### config.mk
export PLATFORM = sky130hd
export DESIGN_NAME = maxnet_controller_flat
export DESIGN_NICKNAME = d
export VERILOG_FILES = /design/src/rtl/maxnet_pkg.sv /design/src/rtl/maxnet_if.sv /design/src/rtl/maxnet_winner_detect.sv /design/src/rtl/maxnet_controller.sv /design/src/flat_wrapper.sv
export SDC_FILE = /design/constraint.sdc
export NUM_CORES = 1
export LEC_CHECK = 0
export ABC_CLOCK_PERIOD_IN_PS = 2150
export CORE_AREA = 4 4 97 99
export CTS_BUF_LIST = sky130_fd_sc_hd__clkbuf_4 sky130_fd_sc_hd__clkbuf_8 sky130_fd_sc_hd__clkbuf_16
export CTS_CLUSTER_SIZE = 40
export DETAILED_ROUTE_END_ITERATION = 8
export DIE_AREA = 0 0 101 103
export PLACE_DENSITY_LB_ADDON = 0.05
export SYNTH_ARGS = -nofsm -noshare
export SYNTH_HDL_FRONTEND = slang
export SYNTH_SLANG_ARGS = --single-unit
### constraint.sdc
create_clock -name clk -period 2.15 [get_ports clk]
set_clock_uncertainty 0.1 [all_clocks]
set_input_delay 0.5375 -clock clk [delete_from_list [all_inputs] [get_ports clk]]
set_output_delay 0.5375 -clock clk [all_outputs]
set_load 0.005 [all_outputs]
### src/rtl/maxnet_pkg.sv
// -----------------------------------------------------------------------------
// maxnet_pkg
// Shared definitions for the MAXNET iteration sequencer:
//   - state_e        : sequencer FSM states
//   - DW_DEF         : default activation width (matches PU x/out width)
//   - N_DEF          : default lane count (fixed at 4 in this revision)
//   - ITW_DEF        : default iteration counter width
//   - MAX_ITER_DEF   : default iteration cap
//   - LANE_W         : width of a lane index
// -----------------------------------------------------------------------------
package maxnet_pkg;

    localparam int DW_DEF       = 5;
    localparam int N_DEF        = 4;
    localparam int ITW_DEF      = 8;
    localparam int MAX_ITER_DEF = 15;
    localparam int LANE_W       = 2;

    typedef enum logic [2:0] {
        S_IDLE   = 3'd0,
        S_LOAD   = 3'd1,
        S_MULT   = 3'd2,
        S_SUM    = 3'd3,
        S_UPDATE = 3'd4,
        S_DONE   = 3'd5
    } state_e;

endpackage

### src/rtl/maxnet_if.sv
// -----------------------------------------------------------------------------
// maxnet_if
// Bundles the sequencer's run-control, PU-array and result signals.
//   start       : begin a new run (host -> controller)
//   x_in        : initial activations, one DW-bit lane each (host -> controller)
//   pu_out      : PU lane outputs (PU array -> controller)
//   pu_s        : PU lane nonzero flags (PU array -> controller)
//   pu_x        : activations fed to the PU x inputs (controller -> PU array)
//   ld_mult     : PU product-register load strobe
//   ld_sum      : PU sum-register load strobe
//   busy/done   : run status
//   winner      : winning lane index, winner_val its activation
//   no_winner   : run ended with no survivors or at the cap
//   timeout     : run ended at the iteration cap
//   iter_cnt    : iterations completed in the current or last run
// Modports: master = controller view, slave = host/PU-array view.
// -----------------------------------------------------------------------------
interface maxnet_if
    import maxnet_pkg::*;
#(
    parameter int DW  = DW_DEF,
    parameter int N   = N_DEF,
    parameter int ITW = ITW_DEF
) ();

    logic                      start;
    logic [N-1:0][DW-1:0]      x_in;
    logic [N-1:0][DW-1:0]      pu_out;
    logic [N-1:0]              pu_s;
    logic [N-1:0][DW-1:0]      pu_x;
    logic                      ld_mult;
    logic                      ld_sum;
    logic                      busy;
    logic                      done;
    logic [LANE_W-1:0]         winner;
    logic [DW-1:0]             winner_val;
    logic                      no_winner;
    logic                      timeout;
    logic [ITW-1:0]            iter_cnt;

    modport master (
        input  start, x_in, pu_out, pu_s,
        output pu_x, ld_mult, ld_sum, busy, done,
               winner, winner_val, no_winner, timeout, iter_cnt
    );

    modport slave (
        output start, x_in, pu_out, pu_s,
        input  pu_x, ld_mult, ld_sum, busy, done,
               winner, winner_val, no_winner, timeout, iter_cnt
    );

endinterface

### src/rtl/maxnet_winner_detect.sv
// -----------------------------------------------------------------------------
// maxnet_winner_detect
// Combinational survivor analysis of the four PU nonzero flags.
//   s_i      : lane nonzero flags
//   count_o  : number of surviving lanes (0..4)
//   onehot_o : exactly one lane survives
//   index_o  : lowest set lane index (0 when no lane is set)
// -----------------------------------------------------------------------------
module maxnet_winner_detect
    import maxnet_pkg::*;
(
    input  logic [3:0]        s_i,
    output logic [2:0]        count_o,
    output logic              onehot_o,
    output logic [LANE_W-1:0] index_o
);

    always_comb begin
        count_o = 3'(s_i[0]) + 3'(s_i[1]) + 3'(s_i[2]) + 3'(s_i[3]);
        onehot_o = (count_o == 3'd1);
        // Scan from the top so the lowest set lane is the last to win.
        index_o = '0;
        for (int i = 3; i >= 0; i--) begin
            if (s_i[i]) begin
                index_o = LANE_W'(i);
            end
        end
    end

endmodule

### src/rtl/maxnet_controller.sv
// -----------------------------------------------------------------------------
// maxnet_controller
// Iteration sequencer in front of the four-lane PU array. Captures the initial
// activations, drives them to the PUs, pulses ld_mult then ld_sum, and writes
// the PU outputs back as the next activations until one lane survives, all
// lanes die, or MAX_ITER iterations have run.
// Ports:
//   clk : rising-edge clock
//   rst : asynchronous active-low reset
//   bus : maxnet_if master modport (run control, PU strobes/data, results)
// -----------------------------------------------------------------------------
module maxnet_controller
    import maxnet_pkg::*;
#(
    parameter int DW       = DW_DEF,
    parameter int N        = N_DEF,
    parameter int MAX_ITER = MAX_ITER_DEF,
    parameter int ITW      = ITW_DEF
) (
    input  logic     clk,
    input  logic     rst,
    maxnet_if.master bus
);

    localparam logic [ITW-1:0] ITER_CAP = ITW'(MAX_ITER);

    state_e               state_q, state_d;
    logic [N-1:0][DW-1:0] act_q, act_d;
    logic [ITW-1:0]       iter_q, iter_d;
    logic [LANE_W-1:0]    win_q, win_d;
    logic [DW-1:0]        wval_q, wval_d;
    logic                 nw_q, nw_d;
    logic                 to_q, to_d;
    logic                 done_q, done_d;

    logic [2:0]           surv_cnt;
    logic                 surv_onehot;
    logic [LANE_W-1:0]    surv_idx;

    maxnet_winner_detect u_detect (
        .s_i      (bus.pu_s),
        .count_o  (surv_cnt),
        .onehot_o (surv_onehot),
        .index_o  (surv_idx)
    );

    always_ff @(posedge clk or negedge rst) begin
        if (!rst) begin
            state_q <= S_IDLE;
            act_q   <= '0;
            iter_q  <= '0;
            win_q   <= '0;
            wval_q  <= '0;
            nw_q    <= 1'b0;
            to_q    <= 1'b0;
            done_q  <= 1'b0;
        end else begin
            state_q <= state_d;
            act_q   <= act_d;
            iter_q  <= iter_d;
            win_q   <= win_d;
            wval_q  <= wval_d;
            nw_q    <= nw_d;
            to_q    <= to_d;
            done_q  <= done_d;
        end
    end

    always_comb begin
        state_d = state_q;
        act_d   = act_q;
        iter_d  = iter_q;
        win_d   = win_q;
        wval_d  = wval_q;
        nw_d    = nw_q;
        to_d    = to_q;
        done_d  = 1'b0;

        unique case (state_q)
            S_IDLE, S_DONE: begin
                // done is registered off the DONE state, so it rises one clock
                // after the final UPDATE commits and holds until a restart.
                done_d = (state_q == S_DONE);
                if (bus.start) begin
                    act_d   = bus.x_in;
                    iter_d  = '0;
                    win_d   = '0;
                    wval_d  = '0;
                    nw_d    = 1'b0;
                    to_d    = 1'b0;
                    done_d  = 1'b0;
                    state_d = S_LOAD;
                end
            end
            S_LOAD: begin
                state_d = S_MULT;
            end
            S_MULT: begin
                state_d = S_SUM;
            end
            S_SUM: begin
                state_d = S_UPDATE;
            end
            S_UPDATE: begin
                act_d  = bus.pu_out;
                iter_d = iter_q + ITW'(1);
                // pu_s alone decides survivors; pu_out is taken as-is.
                if (surv_onehot) begin
                    win_d   = surv_idx;
                    wval_d  = bus.pu_out[surv_idx];
                    state_d = S_DONE;
                end else if (surv_cnt == 3'd0) begin
                    nw_d    = 1'b1;
                    state_d = S_DONE;
                end else if (iter_q + ITW'(1) == ITER_CAP) begin
                    nw_d    = 1'b1;
                    to_d    = 1'b1;
                    state_d = S_DONE;
                end else begin
                    state_d = S_MULT;
                end
            end
            default: begin
                state_d = S_IDLE;
            end
        endcase
    end

    assign bus.pu_x       = act_q;
    assign bus.ld_mult    = (state_q == S_MULT);
    assign bus.ld_sum     = (state_q == S_SUM);
    assign bus.busy       = (state_q == S_LOAD) || (state_q == S_MULT) ||
                            (state_q == S_SUM)  || (state_q == S_UPDATE);
    assign bus.done       = done_q;
    assign bus.winner     = win_q;
    assign bus.winner_val = wval_q;
    assign bus.no_winner  = nw_q;
    assign bus.timeout    = to_q;
    assign bus.iter_cnt   = iter_q;

endmodule

### src/flat_wrapper.sv
// flat-port wrapper written by rule: the top's interface ports become plain ports
module maxnet_controller_flat import maxnet_pkg::*;
#(
    parameter int DW       = DW_DEF,
    parameter int N        = N_DEF,
    parameter int MAX_ITER = MAX_ITER_DEF,
    parameter int ITW      = ITW_DEF
)
  (clk, rst, bus_start, bus_x_in, bus_pu_out, bus_pu_s, bus_pu_x, bus_ld_mult, bus_ld_sum, bus_busy, bus_done, bus_winner, bus_winner_val, bus_no_winner, bus_timeout, bus_iter_cnt);
  maxnet_if #(.DW(DW), .N(N), .ITW(ITW)) bus_i ();
  input  logic clk;
  input  logic rst;
  input wire logic [$bits(bus_i.start)-1:0] bus_start;
  input wire logic [$bits(bus_i.x_in)-1:0] bus_x_in;
  input wire logic [$bits(bus_i.pu_out)-1:0] bus_pu_out;
  input wire logic [$bits(bus_i.pu_s)-1:0] bus_pu_s;
  output wire logic [$bits(bus_i.pu_x)-1:0] bus_pu_x;
  output wire logic [$bits(bus_i.ld_mult)-1:0] bus_ld_mult;
  output wire logic [$bits(bus_i.ld_sum)-1:0] bus_ld_sum;
  output wire logic [$bits(bus_i.busy)-1:0] bus_busy;
  output wire logic [$bits(bus_i.done)-1:0] bus_done;
  output wire logic [$bits(bus_i.winner)-1:0] bus_winner;
  output wire logic [$bits(bus_i.winner_val)-1:0] bus_winner_val;
  output wire logic [$bits(bus_i.no_winner)-1:0] bus_no_winner;
  output wire logic [$bits(bus_i.timeout)-1:0] bus_timeout;
  output wire logic [$bits(bus_i.iter_cnt)-1:0] bus_iter_cnt;
  assign bus_i.start = bus_start;
  assign bus_i.x_in = bus_x_in;
  assign bus_i.pu_out = bus_pu_out;
  assign bus_i.pu_s = bus_pu_s;
  assign bus_pu_x = bus_i.pu_x;
  assign bus_ld_mult = bus_i.ld_mult;
  assign bus_ld_sum = bus_i.ld_sum;
  assign bus_busy = bus_i.busy;
  assign bus_done = bus_i.done;
  assign bus_winner = bus_i.winner;
  assign bus_winner_val = bus_i.winner_val;
  assign bus_no_winner = bus_i.no_winner;
  assign bus_timeout = bus_i.timeout;
  assign bus_iter_cnt = bus_i.iter_cnt;
  maxnet_controller #(.DW(DW), .N(N), .MAX_ITER(MAX_ITER), .ITW(ITW)) u_core (.clk(clk), .rst(rst), .bus(bus_i));
endmodule
Routing congestion map:
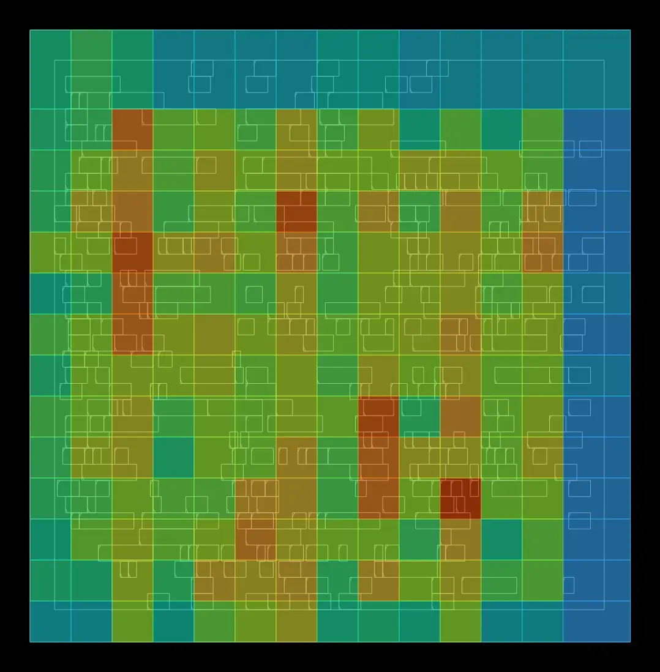
post-layout util: 0.4083
GR met2 Demand/Resource: 0.2410
GRT busiest layer: met2
Global Route met3 Usage: 0.03992

Power grid:
Scale bar: 20 um. Pins as bars on the die edge. Tap cells in gray.
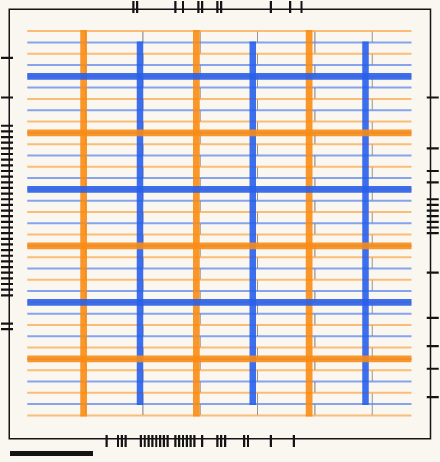
orange -> VSS
blue -> VDD
met4 straps = 6
rows = 34
met1 rails = 35

==> flow_metrics.py <==
# Flow results
metrics = {
    "outcome": {
        "outcome": "completed",
    },
    "final_timing": {
        "maxSlewHeadroom": 0.6797,
        "whs_ns": 0.06339,
        "hold_violations": 0,
        "drv_slew": 0,
    },
    "cts": {
        "hold_buffers": 0,
        "cts_made_buffers": 5,
        "clock-sinks": 41,
    },
    "synthesis": {
        "edf_count": 0,
        "yosysCellCount": 230,
        "ys_sh_adder": 0.03316,
        "topCombFamilyByArea": "AND-OR/OR-AND gates",
        "yosysChipArea_mm2": 0.002113,
        "mux_area_frac": 0.02368,
        "syn_avg_cell_area_um2": 9.188,
        "synth_seq_share": 0.4855,
    },
    "global_route": {
        "antenna_found_initial": 0,
        "grt.total_usage": 0.1422,
        "grt_pass1_wl_mm": 11.32,
    },
    "power": {
        "power_leakage_nw": 1.484,
    },
    "run": {
        "log.warning_count": 30,
    },
    "final_layout": {
        "most-common-layout-cells": "clkdlybuf4s50_1 (80), nor2_1 (51), dfrtp_1 (40)",
        "fin_cells": 452,
        "final_area_mm2": 0.003491,
        "areaGrowthSynthToFinish_pct": 65.19,
    },
    "die": {
        "die_w_um": 101,
        "io_pins": 88,
        "std_cell_rows": 34,
    },
    "route": {
        "highest_layer": "met4",
        "met2_length_mm": 3.345,
        "wl_met3_um": 492,
        "wl_met1_mm": 3.261,
        "wl_per_cell_um": 15.85,
        "drc": 0,
        "final_antenna_net_count": 0,
    },
    "critical_path": {
        "endpoint_kind": "primary output",
        "critPathCapture": "bus_busy",
        "path_class": "register to primary output",
    },
    "placed_design": {
        "io_buffers": 87,
    },
}
Sequential cells colored by netlist name:
Other sequential cells in the stronger gray, the rest of the logic in the fainter gray.
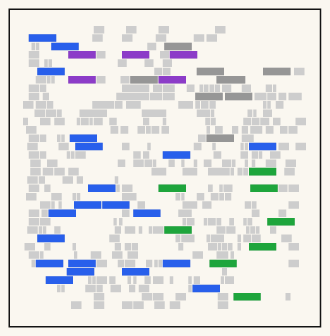
blue -> u_core.bus.pu_x  # flops 20
purple -> u_core.bus.winner_val  # flops 5
green -> u_core.bus.iter_cnt  # flops 8
FF/Latch Area: 0.001027 mm2
fraction of area in registers: 0.2943
Flop+latch power: 1.21 mW

-- where the power goes --
part / switching [mW] / leakage (nW) / internal, mW / total [mW]
combinational: 0.811 / 0.914 / 1.03 / 1.84
clock: 0.278 / 0.0619 / 0.392 / 0.669
sequential: 0.169 / 0.508 / 1.04 / 1.21
-- Yosys cell counts, types with 3 or more instances --
library cell,number,share of area
a21oi_1,3,0.0071
a22o_1,10,0.041
a22oi_1,5,0.018
a31oi_1,4,0.012
and3_1,3,0.0089
buf_2,7,0.017
clkbuf_1,4,0.0071
dfrtp_1,41,0.49
ha_1,4,0.024
inv_1,5,0.0089
mux2i_1,5,0.024
nand2_1,16,0.028
nand3_1,5,0.012
nor2_1,54,0.096
o21ai_0,13,0.031
o22ai_1,22,0.065
xnor2_1,5,0.021
-- repair_timing --
action	4_1_cts	5_1_grt
setup endpoints to repair	15	12
buffers inserted	2	3
gates resized	8	7
pin swaps	1	0
-- how the worst min path moves through the flow --
stage,slack [ns],from,depth (start not counted),endpoint
after global routing,0.1,rst,1,u_core.bus.iter_cnt[5]
after global placement,0.38,u_core.bus.pu_x[6],2,u_core.bus.pu_x[6]
after CTS,0.07,rst,1,u_core.bus.iter_cnt[5]
final,0.06,rst,1,u_core.bus.iter_cnt[5]
after floorplan,0.14,rst,0,u_core.bus.done
after detailed placement,0.39,u_core.bus.pu_x[13],2,u_core.bus.pu_x[13]
-- final cells by class --
| cell class | instances | area share |
|---|---|---|
| Clock buffer | 7 | 0.02581 |
| Clock inverter | 1 | 0.008602 |
| Timing Repair Buffer | 119 | 0.3229 |
| Sequential cell | 41 | 0.2943 |
| Multi-Input combinational cell | 171 | 0.3043 |
| Tap cell | 108 | 0.03871 |
| Inverter | 5 | 0.005376 |
Power and IR drop assume default switching activity.
